Figure 1. Metal 1 (run 1).
Scale: 3 px per um.
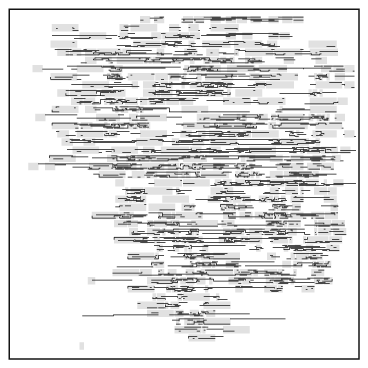
Figure 2. Met2 routing (run 1).
Scale: 4 px per um.
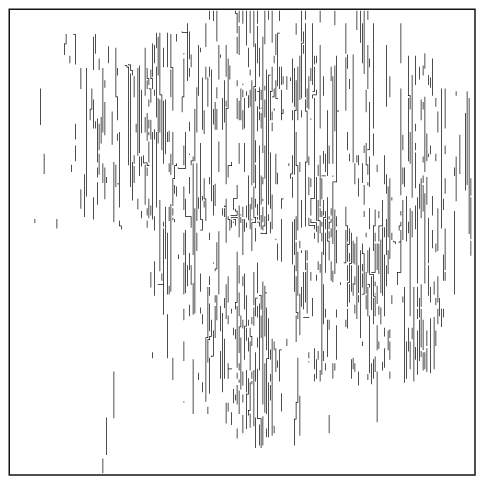
Figure 3. Signal wires on met3 (run 1).
Scale: 2 px per um.
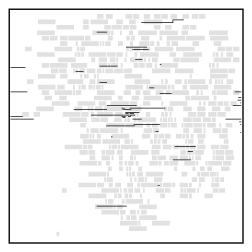
File: config.mk
export PLATFORM = sky130hd
export DESIGN_NAME = disp_mux_ctrl
export DESIGN_NICKNAME = d
export VERILOG_FILES = /design/src/rtl/disp_mux_ctrl.sv
export SDC_FILE = /design/constraint.sdc
export NUM_CORES = 1
export LEC_CHECK = 0
export ABC_AREA = 0
export CAP_MARGIN = 5
export CORE_UTILIZATION = 35
export DETAILED_ROUTE_END_ITERATION = 10
export SLEW_MARGIN = 20
export SYNTH_ARGS = -nofsm -noshare
export SYNTH_HDL_FRONTEND = slang
export SYNTH_SLANG_ARGS = --single-unit
File: constraint.sdc
create_clock -name clk -period 5.4 [get_ports clk]
set_input_delay 1.08 -clock clk [delete_from_list [all_inputs] [get_ports clk]]
set_output_delay 1.08 -clock clk [all_outputs]
set_load 0.05 [all_outputs]
File: src/rtl/disp_mux_ctrl.sv
// disp_mux_ctrl: multiplexed common-anode seven-segment display controller
// on the picoVersat parallel peripheral bus.
//
// One 8-bit register per digit (addr 0..DIGITS-1) and a control register
// (addr DIGITS). Scans DIGITS digits with a programmable slot length, hex
// font, decimal point, per-digit blanking, brightness duty cycle and a
// one-cycle all-off gap at the start of every slot to avoid ghosting.
//
// Optional feature: define DISP_BLINK_EN to build the per-digit blink logic.
// Without it, digit bit 6 is not stored and always reads 0.
module disp_mux_ctrl #(
  parameter int DIGITS       = 4,
  parameter int DIV          = 50000,
  parameter int BLINK_FRAMES = 64,
  parameter int ADDR_W       = 4
) (
  input  logic              clk,
  input  logic              rst,
  input  logic              sel,
  input  logic              we,
  input  logic [ADDR_W-1:0] addr,
  input  logic [7:0]        data_in,
  output logic [7:0]        data_out,
  output logic [7:0]        Disp,
  output logic [DIGITS-1:0] Disp_sel
);

  localparam int CNT_W = $clog2(DIV);
  localparam int IDX_W = $clog2(DIGITS);
  localparam int SLOT  = DIV / 16;

`ifdef DISP_BLINK_EN
  localparam logic [7:0] DIG_MASK = 8'h7F;
`else
  localparam logic [7:0] DIG_MASK = 8'h3F;
`endif

  localparam logic [7:0] DIG_RST  = 8'h20;

  // Active-low hex font, {dp,g,f,e,d,c,b,a}, dp off.
  function automatic logic [7:0] hex_font(input logic [3:0] v);
    case (v)
      4'h0: hex_font = 8'hC0;
      4'h1: hex_font = 8'hF9;
      4'h2: hex_font = 8'hA4;
      4'h3: hex_font = 8'hB0;
      4'h4: hex_font = 8'h99;
      4'h5: hex_font = 8'h92;
      4'h6: hex_font = 8'h82;
      4'h7: hex_font = 8'hF8;
      4'h8: hex_font = 8'h80;
      4'h9: hex_font = 8'h90;
      4'hA: hex_font = 8'h88;
      4'hB: hex_font = 8'h83;
      4'hC: hex_font = 8'hC6;
      4'hD: hex_font = 8'hA1;
      4'hE: hex_font = 8'h86;
      default: hex_font = 8'h8E;
    endcase
  endfunction

  // Register state
  logic [7:0]        digit_q [DIGITS];
  logic [7:0]        digit_d [DIGITS];
  logic              en_q, en_d;
  logic [3:0]        bright_q, bright_d;
  logic [7:0]        dout_q, dout_d;

  // Scan state and registered outputs
  logic [CNT_W-1:0]  cnt_q, cnt_d;
  logic [IDX_W-1:0]  idx_q, idx_d;
  logic [7:0]        disp_q, disp_d;
  logic [DIGITS-1:0] sel_q, sel_d;

  logic              wr_en, rd_en;
  logic              cnt_last;
  logic [7:0]        rd_data;
  logic [7:0]        cur;
  logic [31:0]       on_lim;
  logic              blink_sup;
  logic              drive;

  assign wr_en    = sel & we;
  assign rd_en    = sel & ~we;
  assign cnt_last = (cnt_q == CNT_W'(DIV - 1));

  // Register writes and read-data selection for the bus.
  // NOTE: every signal driven here gets a default first, so no path leaves
  // it unassigned and no latch is inferred.
  always_comb begin
    for (int k = 0; k < DIGITS; k++) digit_d[k] = digit_q[k];
    en_d     = en_q;
    bright_d = bright_q;
    rd_data  = 8'h00;
    for (int k = 0; k < DIGITS; k++) begin
      if (wr_en && addr == ADDR_W'(k)) digit_d[k] = data_in & DIG_MASK;
      if (addr == ADDR_W'(k)) rd_data = digit_q[k];
    end
    if (wr_en && addr == ADDR_W'(DIGITS)) begin
      en_d     = data_in[0];
      bright_d = data_in[7:4];
    end
    if (addr == ADDR_W'(DIGITS)) rd_data = {bright_q, 3'b000, en_q};
    dout_d = rd_en ? rd_data : dout_q;
  end

  // Slot counter and digit index; both parked at 0 while disabled.
  always_comb begin
    cnt_d = cnt_q;
    idx_d = idx_q;
    if (!en_q) begin
      cnt_d = '0;
      idx_d = '0;
    end else if (cnt_last) begin
      cnt_d = '0;
      idx_d = (idx_q == IDX_W'(DIGITS - 1)) ? '0 : idx_q + IDX_W'(1);
    end else begin
      cnt_d = cnt_q + CNT_W'(1);
    end
  end

`ifdef DISP_BLINK_EN
  localparam int BF_W = (BLINK_FRAMES > 1) ? $clog2(BLINK_FRAMES) : 1;

  logic [BF_W-1:0] frame_q, frame_d;
  logic            blink_phase_q, blink_phase_d;
  logic            frame_end;

  assign frame_end = cnt_last & (idx_q == IDX_W'(DIGITS - 1));

  // Frame counter: toggle the blink phase every BLINK_FRAMES full frames.
  always_comb begin
    frame_d       = frame_q;
    blink_phase_d = blink_phase_q;
    if (!en_q) begin
      frame_d       = '0;
      blink_phase_d = 1'b0;
    end else if (frame_end) begin
      if (frame_q == BF_W'(BLINK_FRAMES - 1)) begin
        frame_d       = '0;
        blink_phase_d = ~blink_phase_q;
      end else begin
        frame_d = frame_q + BF_W'(1);
      end
    end
  end

  // Blink state register.
  always_ff @(posedge clk or negedge rst) begin
    if (!rst) begin
      frame_q       <= '0;
      blink_phase_q <= 1'b0;
    end else begin
      frame_q       <= frame_d;
      blink_phase_q <= blink_phase_d;
    end
  end

  assign blink_sup = blink_phase_q & cur[6];
`else
  logic unused_blink_bit;
  assign unused_blink_bit = cur[6];
  assign blink_sup        = 1'b0;
`endif

  logic unused_bit7;
  assign unused_bit7 = cur[7];

  // Segment/anode decode from the current registered scan and digit state.
  always_comb begin
    cur = 8'h00;
    for (int k = 0; k < DIGITS; k++) begin
      if (idx_q == IDX_W'(k)) cur = digit_q[k];
    end
    on_lim = (32'(bright_q) + 32'd1) * 32'(SLOT);
    drive  = en_q && (cnt_q != '0) && (32'(cnt_q) < on_lim) &&
             !cur[5] && !blink_sup;
    disp_d = 8'hFF;
    sel_d  = '1;
    if (drive) begin
      disp_d = hex_font(cur[3:0]) & {~cur[4], 7'h7F};
      sel_d  = ~(DIGITS'(1) << idx_q);
    end
  end

  // State register for bus registers, scan counters and outputs.
  // NOTE: non-blocking assignments here so every register samples the
  // pre-edge values computed above, independent of statement order.
  always_ff @(posedge clk or negedge rst) begin
    if (!rst) begin
      // NOTE: the digit register array is reset because its power-up
      // content (blank) is architecturally visible.
      for (int k = 0; k < DIGITS; k++) digit_q[k] <= DIG_RST;
      en_q     <= 1'b1;
      bright_q <= 4'hF;
      dout_q   <= 8'h00;
      cnt_q    <= '0;
      idx_q    <= '0;
      disp_q   <= 8'hFF;
      sel_q    <= '1;
    end else begin
      for (int k = 0; k < DIGITS; k++) digit_q[k] <= digit_d[k];
      en_q     <= en_d;
      bright_q <= bright_d;
      dout_q   <= dout_d;
      cnt_q    <= cnt_d;
      idx_q    <= idx_d;
      disp_q   <= disp_d;
      sel_q    <= sel_d;
    end
  end

  assign data_out = dout_q;
  assign Disp     = disp_q;
  assign Disp_sel = sel_q;

endmodule

==> impl_metrics.tcl, run 1 <==
# yosys + openroad results
set metrics [dict create \
    synthXorXnorAreaFrac_pct 5.58 \
    worst-path-stages 18 \
    highest_metal_used "met4" \
    cts.reportedPaths.clkPinSlew_ps 60 \
    comb_power_share_pct 43.0 \
    path_cells "ha_1 > and3_1 > ha_1 > xnor2_1 > ha_1 > ha_1 > ha_1 > a21o_1 > a211oi_1 > o211ai_1 > a32oi_1 > o21bai_1 > xnor2_1 > ha_1 > a21o_1 > a31oi_1 > a211o_1 > o2111ai_1" \
    buffers_excl_clock 39 \
    drt_pre_antenna_iters 4 \
    power_density_mw_per_mm2 395 \
    total_met3_wirelength_after_detailed_routing_um 283 \
    layout-drive-gt1-share_pct 18.8 \
    synth.comb.largest_family "adder cells" \
    setup_viol 0 \
    die_h_um 116 \
    largest_register_ff_count 24 \
    clock_tree.buffer_depth 2 \
    overall_die_area_mm2 0.0135 \
    run_status "finished clean" \
    dpl_worst_slack_ps 326 \
    power.sequential.total_w 0.000628 \
    combinationalPower_w 0.000918 \
    post-route-min-period_ps 5050 \
    registers.top_by_ff_count "digit_q" \
    share_clk_of_total_power_pct 27.6 \
    yosys.area_share.simple_pct 14.6 \
    metal1_wirelength_mm 5.17 \
    r2r_start "bright_q[0]" \
    slew-limit-headroom_pct 47.2 \
    clock_latency_late_sink_ps 340 \
    flops 67 \
    holdWs_ps 480 \
    irDropWorstVdd_mv 0.141 \
    postSynth.asyncResetShare_pct 100 \
    num-multi-input-gates 333 \
    min-delay-path-class "reg -> reg" \
    floorplan.core_area_mm2 0.0127 \
]
Back to the opening pictures, Figure 1:
- wire length on this layer: 5,170 um
- nets with wire on the layer: 507
- main direction: horizontal
- longest straight run: 42.8 um
overall via count from detail_route: 3,408
wire length reported by the detailed router: 10.7 mm
fraction of met1 tracks used by global routing: 23.5%

Back to the opening pictures, Figure 2:
- longest straight run: 41.0 um
- wire length on this layer: 5,080 um
- main direction: vertical
- share of all routed wire: 47%
- nets with wire on the layer: 464
met2 global-route usage: 28.3%

Back to the opening pictures, Figure 3:
- wire length on this layer: 283 um
- main direction: horizontal
- share of all routed wire: 2.6%
- longest straight run: 18.9 um
GR Util met3: 2.88%

-- run 1: cells by family (layout without fill, tap and decap cells) --
kind of cell,after synthesis,count (layout)
buffers and inverters,36,78
xor gates and xnor gates,29,29
DFF,67,67
and+or+nand+nor,128,128
muxes,40,40
AOI/OAI and AO/OA,76,76
adders and majority gates,60,60
-- run 1: synth_stat cells, types with 2 or more instances --
| library cell | n | area [um2] |
|---|---|---|
| mux4_2 | 6 | 135 |
| a32oi_1 | 2 | 17.5 |
| nand3b_1 | 6 | 45.0 |
| a21oi_1 | 19 | 95.1 |
| a21o_1 | 5 | 37.5 |
| a221oi_1 | 2 | 17.5 |
| xor2_1 | 14 | 123 |
| and3_1 | 11 | 68.8 |
| o211ai_1 | 3 | 22.5 |
| mux2_2 | 29 | 327 |
| a22oi_1 | 5 | 37.5 |
| xnor2_1 | 15 | 131 |
| a22o_1 | 5 | 43.8 |
| a211o_1 | 2 | 17.5 |
| inv_1 | 23 | 86.3 |
| dfstp_2 | 21 | 552 |
| clkbuf_1 | 9 | 33.8 |
| o2111ai_1 | 3 | 26.3 |
| nand3_2 | 5 | 50.1 |
| nand2_1 | 37 | 139 |
| nand4_1 | 3 | 18.8 |
| mux2i_1 | 5 | 50.1 |
| o21ai_0 | 17 | 85.1 |
| and2_1 | 3 | 18.8 |
| buf_2 | 3 | 15.0 |
| ha_1 | 59 | 738 |
| or3_1 | 3 | 18.8 |
| nor4_1 | 2 | 12.5 |
| a31oi_1 | 3 | 18.8 |
| nor2b_1 | 2 | 12.5 |
| nand3_1 | 15 | 75.1 |
| nor3_1 | 2 | 10.0 |
| dfrtp_1 | 46 | 1150 |
| nor2_1 | 30 | 113 |
## Run 2: what changed since run 1
Clock period 5.4 ns to 6 ns, I/O delays scaled along.
Figure 4. Signal wires on met3 (run 2).
Scale: 2 px per um.
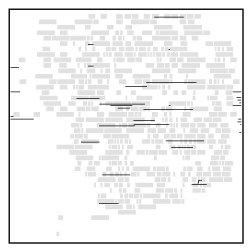
- nets with wire on the layer: 26
- longest straight run: 24.8 um
GR Util met3: 2.09%
overall via count from detail_route: 3,374
wire length reported by the detailed router: 10.6 mm

==> run 2 against run 1 <==
  * Power is 9.5% lower
  * Clock skew grew 2.1 ps
  * Sequential share of layout area rose by 0.088 points
==> impl_metrics.tcl, run 2 <==
# yosys + openroad results
set metrics [dict create \
    synthDominantAreaCellType "dfrtp_1" \
    post-route-min-period_ps 5240 \
    nNetsFinal 548 \
    combinationalPower_w 0.000827 \
    total_met3_wirelength_after_detailed_routing_um 284 \
    drt_pre_antenna_iters 4 \
    power_density_mw_per_mm2 359 \
    run_status "finished clean" \
    dpl_worst_slack_ps 836 \
    switching_power_w 0.000731 \
    metal1_wirelength_mm 5.20 \
    largest_register_ff_count 24 \
    irDropWorstVdd_mv 0.191 \
    overall_die_area_mm2 0.0135 \
    max_freq_mhz 191 \
    floorplan.core_area_mm2 0.0127 \
    postSynth.asyncResetShare_pct 100 \
    clock_latency_late_sink_ps 340 \
    yosys-top-cells-area "dfrtp_1 25%, ha_1 16%, dfstp_2 12%, mux2_2 7.2%, nand2_1 3.0%" \
    place.detailed.hpwl_mm 7.81 \
    die_h_um 116 \
    highest_metal_used "met4" \
    setup_viol 0 \
    comb_power_share_pct 42.8 \
    buffers_excl_clock 38 \
    clock_tree.buffer_depth 2 \
    registers.top_by_ff_count "digit_q" \
    fraction_of_met1_tracks_used_by_global_routing_pct 22.7 \
    common_cells "59 x ha_1, 46 x dfrtp_1, 37 x nand2_1" \
    slew-limit-headroom_pct 42.9 \
    num-multi-input-gates 333 \
    share_clk_of_total_power_pct 27.8 \
    r2r_start "bright_q[0]" \
    min-delay-path-class "reg -> reg" \
    grt_util_met2_pct 27.1 \
    stage_log_warnings 40 \
    power.sequential.total_w 0.000567 \
    holdWs_ps 475 \
    synthDominantCellAreaShare_pct 25.3 \
    flops 67 \
    cts.reportedPaths.clkPinSlew_ps 60 \
    place.port_buffers 35 \
]
## run 2: cell types whose count changed in the layout (fill, tap and decap cells not counted)
| cell | previous run | this run |
|---|---|---|
| buf_4 | 4 | 3 |
| bufinv_16 | 0 | 1 |
| clkbuf_16 | 10 | 9 |
| clkinv_2 | 0 | 2 |
| clkinv_4 | 2 | 3 |
| inv_4 | 1 | 0 |
| inv_6 | 2 | 0 |
| xnor2_1 | 14 | 15 |
| xnor2_2 | 1 | 0 |
## run 2: cells by family (layout without fill, tap and decap cells)
| group | Yosys count | after routing | share of synthesized area (%) |
|---|---|---|---|
| and+or+nand+nor | 128 | 128 | 14.6 |
| xor gates and xnor gates | 29 | 29 | 5.58 |
| adders and majority gates | 60 | 60 | 16.6 |
| AOI/OAI and AO/OA | 76 | 76 | 11.3 |
| muxes | 40 | 40 | 11.2 |
| buffers and inverters | 36 | 77 | 3.21 |
| DFF | 67 | 67 | 37.4 |
## run 2: metrics by stage
stage,std cells,cell area (um2)
finish,649,5390
global route,649,5390
CTS,649,5380
detailed placement,633,5080
global placement,633,5080
floorplan,436,4560
## run 2: critical path, cell delays in order (launching register included)
cell and delay (ps):
dfstp_2 670, ha_1 240, xor2_1 390, ha_1 280, xnor2_1 130, ha_1 250
ha_1 270, ha_1 340, a21o_1 190, a211oi_1 310, o211ai_1 160, a32oi_1 290
xor2_1 210, ha_1 280, a21oi_1 140, o21ai_0 110, a31oi_1 170, a211o_1 490
o2111ai_1 200
## run 2: worst max path at each step
stage               to  cells past startpoint
4_1_cts        Disp[2]                     18
3_5_place_dp   Disp[2]                     18
5_1_grt        Disp[4]                     18
2_1_floorplan  Disp[4]                     19
6_report       Disp[2]                     18
3_3_place_gp   Disp[3]                     18
## Run 3: what changed since run 2
Settings changed: ABC_CLOCK_PERIOD_IN_PS from default to 6000.
Figure 5. Signal wires on met3 (run 3).
Scale: 2 px per um.
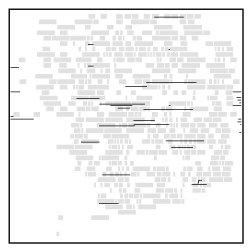
- main direction: horizontal
- nets with wire on the layer: 26
- longest straight run: 24.8 um
- wire length on this layer: 285 um

==> run 3 against run 2 <==
  * First-iteration DRC count unchanged
  * Register-to-register slack about the same
  * Critical endpoint unchanged
  * Worst hold slack unchanged
  * Power unchanged
  * Synthesized area did not move
  * Via count is the same
  * Setup slack did not move
  * Combinational power about the same
==> impl_metrics.tcl, run 3 <==
# yosys + openroad results
set metrics [dict create \
    stage_log_warnings 40 \
    clock_tree.buffer_depth 2 \
    nNetsFinal 548 \
    common_cells "59 x ha_1, 46 x dfrtp_1, 37 x nand2_1" \
    irDropWorstVdd_mv 0.191 \
    place.port_buffers 35 \
    metal1_wirelength_mm 5.20 \
    use_met3_pct 2.09 \
    registers.top_by_ff_count "digit_q" \
    grt_util_met2_pct 27.1 \
    cpMaxStageDelayCell "dfstp_2" \
    slew-limit-headroom_pct 42.9 \
    postSynth.asyncResetShare_pct 100 \
    power_density_mw_per_mm2 359 \
    post_dp_area_mm2 0.00508 \
    dpl_worst_slack_ps 836 \
    post-route-min-period_ps 5240 \
    worst-path-stages 18 \
    holdWs_ps 475 \
    run_status "finished clean" \
    yosys-top-cells-area "dfrtp_1 25%, ha_1 16%, dfstp_2 12%, mux2_2 7.2%, nand2_1 3.0%" \
    fraction_of_met1_tracks_used_by_global_routing_pct 22.7 \
    critPathMaxStageDelay_ps 670 \
    buffers_and_inverters_on_the_worst_path 0 \
    yosys.area_share.simple_pct 14.6 \
    largest_register_ff_count 24 \
    max_freq_mhz 191 \
    min-delay-path-class "reg -> reg" \
    setup_viol 0 \
    finalNonFillerCells 649 \
    highest_metal_used "met4" \
    drt_wl_total_mm 10.6 \
    path_cells "ha_1 > xor2_1 > ha_1 > xnor2_1 > ha_1 > ha_1 > ha_1 > a21o_1 > a211oi_1 > o211ai_1 > a32oi_1 > xor2_1 > ha_1 > a21oi_1 > o21ai_0 > a31oi_1 > a211o_1 > o2111ai_1" \
    finalInstanceArea_mm2 0.00539 \
]
-- run 3: cell counts in the layout (fill, tap and decap cells not counted) --
No cell type changed its count.
-- run 3: power breakdown --
| part | total [W] | switching [W] | leakage, nW | internal (W) |
|---|---|---|---|---|
| sequential | 0.000567 | 0.0000494 | 0.837 | 0.000518 |
| clock | 0.000538 | 0.000213 | 0.151 | 0.000325 |
| combinational | 0.000827 | 0.000469 | 1.43 | 0.000358 |
-- run 3: cell type report --
type / instances / area [um2] / area share, %
Timing Repair Buffer: 38 / 368 / 6.83
Sequential cell: 67 / 1700 / 31.6
Clock inverter: 7 / 77.6 / 1.44
Multi-Input combinational cell: 333 / 2710 / 50.3
Clock buffer: 9 / 225 / 4.18
Inverter: 23 / 86.3 / 1.60
Tap cell: 172 / 215 / 3.99
-- run 3: logic make-up (layout without fill, tap and decap cells) --
kind of cell,count (synthesis),after routing
AND-OR/OR-AND,76,76
XOR/XNOR,29,29
adder cells (fa/ha/maj),60,60
buffers and inverters,36,77
flip-flops,67,67
multiplexers,40,40
AND/OR/NAND/NOR,128,128
-- run 3: per-stage QoR --
step	total power (W)	utilization, %
4_1_cts	0.00194	42.5
2_1_floorplan	0.00118	-
3_3_place_gp	0.00136	40.1
6_report	0.00193	42.5
3_5_place_dp	0.00139	40.1
5_1_grt	0.00205	42.5
-- run 3: worst max-delay path by stage --
stage / from / to
CTS: bright_q[0] / Disp[2]
detailed placement: bright_q[0] / Disp[2]
floorplan: bright_q[0] / Disp[4]
global placement: bright_q[0] / Disp[3]
finish: bright_q[0] / Disp[2]
global route: bright_q[0] / Disp[4]
Power is estimated from default activity; no workload was simulated.
